**src/rtl/input_debounce_pkg.sv**
```systemverilog
`default_nettype none
// ============================================================================
//  Module   : input_debounce_pkg
//  Brief    : Shared state encoding and parameter defaults for the input
//             debouncer and its synchroniser.
//  Revision : 1.0  initial release
// ============================================================================
package input_debounce_pkg;

    // Qualification FSM states; one bit is enough for the two-state machine.
    typedef enum logic [0:0] {
        ST_IDLE    = 1'b0,
        ST_QUALIFY = 1'b1
    } state_t;

    // Default synchroniser depth and qualification length.
    localparam int DEF_SYNC_STAGES   = 2;
    localparam int DEF_STABLE_CYCLES = 16;

endpackage : input_debounce_pkg
`default_nettype wire

```
**src/rtl/input_debounce_sync_ff.sv**
```systemverilog
`default_nettype none
// ============================================================================
//  Module   : sync_ff
//  Brief    : Generic multi-flop synchroniser for one asynchronous bit.
//             Stage 0 is the only flop that samples the raw input.
//  Revision : 1.0  initial release
// ============================================================================
module sync_ff #(
    parameter int   STAGES      = 2,
    parameter logic RESET_LEVEL = 1'b0
) (
    input  logic clk,
    input  logic reset,
    input  logic d,
    output logic q
);

    logic [STAGES-1:0] r_chain;

    // Shift the raw level through the chain; reset parks every stage at the idle level.
    always_ff @(posedge clk) begin
        if (reset) begin
            r_chain <= {STAGES{RESET_LEVEL}};
        end else begin
            r_chain <= {r_chain[STAGES-2:0], d};
        end
    end

    assign q = r_chain[STAGES-1];

endmodule : sync_ff
`default_nettype wire

```
**src/rtl/input_debounce.sv**
```systemverilog
`default_nettype none
// ============================================================================
//  Module   : input_debounce
//  Brief    : Synchronises a raw asynchronous level and only lets a change
//             through once it has been stable for STABLE_CYCLES consecutive
//             clock edges. Reports qualification in progress (busy) and
//             abandoned candidates (glitch).
//  Revision : 1.0  initial release
// ============================================================================
module input_debounce
    import input_debounce_pkg::*;
#(
    parameter int   SYNC_STAGES   = DEF_SYNC_STAGES,
    parameter int   STABLE_CYCLES = DEF_STABLE_CYCLES,
    parameter logic RESET_LEVEL   = 1'b0,
    parameter int   CNT_W         = $clog2(STABLE_CYCLES)
) (
    input  logic clk,
    input  logic reset,
    input  logic in,
    output logic out,
    output logic busy,
    output logic glitch
);

    // Terminal count: the edge at which a held change is accepted.
    localparam logic [CNT_W-1:0] c_CNT_LAST = CNT_W'(STABLE_CYCLES - 1);
    localparam logic [CNT_W-1:0] c_CNT_ONE  = CNT_W'(1);

    logic             w_sync;
    logic             w_mismatch;
    state_t           r_state;
    logic [CNT_W-1:0] r_cnt;
    logic             r_out;
    logic             r_busy;
    logic             r_glitch;

    sync_ff #(
        .STAGES      (SYNC_STAGES),
        .RESET_LEVEL (RESET_LEVEL)
    ) u_sync (
        .clk   (clk),
        .reset (reset),
        .d     (in),
        .q     (w_sync)
    );

    // A candidate change exists whenever the synchronised level differs from the output.
    assign w_mismatch = (w_sync != r_out);

    // Qualification FSM with counter and registered out/busy/glitch.
    always_ff @(posedge clk) begin
        if (reset) begin
            r_state  <= ST_IDLE;
            r_cnt    <= '0;
            r_out    <= RESET_LEVEL;
            r_busy   <= 1'b0;
            r_glitch <= 1'b0;
        end else begin
            r_glitch <= 1'b0;
            case (r_state)
                ST_IDLE: begin
                    if (w_mismatch) begin
                        r_state <= ST_QUALIFY;
                        r_cnt   <= c_CNT_ONE;
                        r_busy  <= 1'b1;
                    end else begin
                        r_cnt   <= '0;
                        r_busy  <= 1'b0;
                    end
                end
                ST_QUALIFY: begin
                    if (!w_mismatch) begin
                        // Bounced back: drop the partial count entirely.
                        r_state  <= ST_IDLE;
                        r_cnt    <= '0;
                        r_busy   <= 1'b0;
                        r_glitch <= 1'b1;
                    end else if (r_cnt == c_CNT_LAST) begin
                        r_state  <= ST_IDLE;
                        r_cnt    <= '0;
                        r_busy   <= 1'b0;
                        r_out    <= w_sync;
                    end else begin
                        r_cnt    <= r_cnt + c_CNT_ONE;
                        r_busy   <= 1'b1;
                    end
                end
                default: begin
                    r_state <= ST_IDLE;
                    r_cnt   <= '0;
                    r_busy  <= 1'b0;
                end
            endcase
        end
    end

    assign out    = r_out;
    assign busy   = r_busy;
    assign glitch = r_glitch;

endmodule : input_debounce
`default_nettype wire

```
**config.mk**
```make
export PLATFORM = sky130hd
export DESIGN_NAME = input_debounce
export DESIGN_NICKNAME = d
export VERILOG_FILES = /design/src/rtl/input_debounce_pkg.sv /design/src/rtl/input_debounce_sync_ff.sv /design/src/rtl/input_debounce.sv
export SDC_FILE = /design/constraint.sdc
export NUM_CORES = 1
export LEC_CHECK = 0
export CAP_MARGIN = 15
export CORE_AREA = 2 2 39 41
export DETAILED_ROUTE_END_ITERATION = 8
export DIE_AREA = 0 0 41 43
export SLEW_MARGIN = 5
export SYNTH_ARGS = -nofsm -noshare
export SYNTH_HDL_FRONTEND = slang
export SYNTH_SLANG_ARGS = --single-unit
```
**constraint.sdc**
```tcl
create_clock -name clk -period 2.08 [get_ports clk]
set_input_delay 0.416 -clock clk [delete_from_list [all_inputs] [get_ports clk]]
set_output_delay 0.416 -clock clk [all_outputs]
set_load 0.05 [all_outputs]
```
==> flow_summary.yaml <==
# physical design summary
final_layout:
  clk_share: 0.06158
  comb_share: 0.3431
  buffers: 5
  inverters: 1
  drive_gt1_frac: 0.1282
synthesis:
  synth_cell_type_count: 18
  ys_warn_count: 0
  synth_top_area_share: 0.5455
  synthTopCellsByCount: "dfxtp_1 (9), nor2_1 (3), a21oi_1 (2), nor2b_1 (2)"
power_and_ir_drop:
  pwr.group.clock_uw: 136
  finalPower_uw: 328.5
  p_leak_uw: 0.0001596
route:
  m1WireLength_um: 234
  dr_wl_met2_um: 194
global_routing:
  met2_usage: 0.08438
  antenna_found_initial: 0
  top_usage_layer: "met1"
final_timing:
  slew_headroom: 0.6664
  worst_pin_slew_ns: 0.4988
setup_path:
  r2r-end: "r_cnt[0]"
  end_kind: "output port"
  critical-path-top-delay-family: "buffers and inverters"
  start_kind: "register"
  reg2reg_depth: 4
clocking:
  cts_buffers: 3
outcome:
  status: "finished, final reports clean"
floorplanning:
  rows: 14
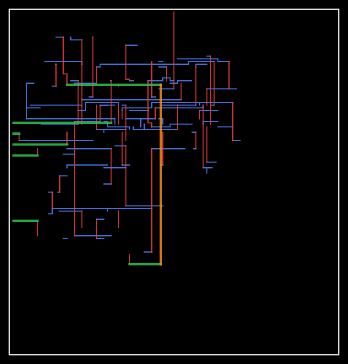
metal_stack.png
Scale: 8 px per um.
layer	color	wire length
met3	green	41.2 um
met1	blue	234 um
met2	red	195 um
met4	orange	22.4 um
Routed WL: 492 um
GRT Total Usage: 0.07583
wire length per cell: 8.945 um
via count: 229

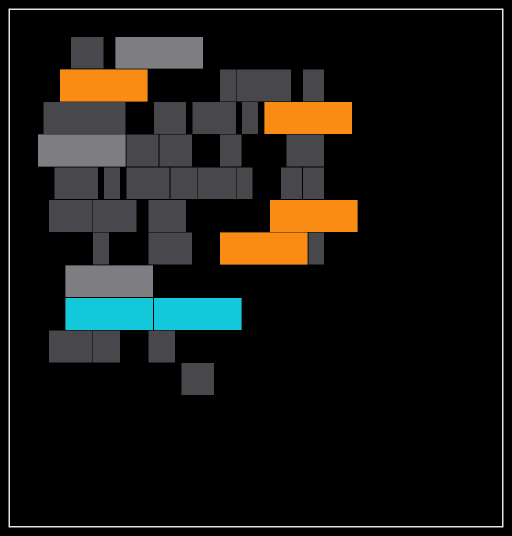
registers.png
Scale: 12 px per um. Other sequential cells in the stronger gray, the rest of the logic in the fainter gray.
name in the netlist	color	flops
r_cnt	orange	4
u_sync.r_chain	cyan	2
total sequential power: 178 uW
Reg area: 180.2 um2

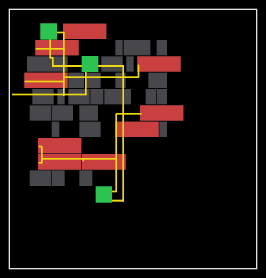
clock_map.png
Scale: 6 px per um.
[clock wires] yellow | length: 137 um
[flip-flops] red | count: 9
[cells driving clock nets] green | count: 3
routed clock nets	4
Clock Latency Late Sink: 0.27 ns
clock share of power: 0.415

Power and IR drop assume default switching activity.
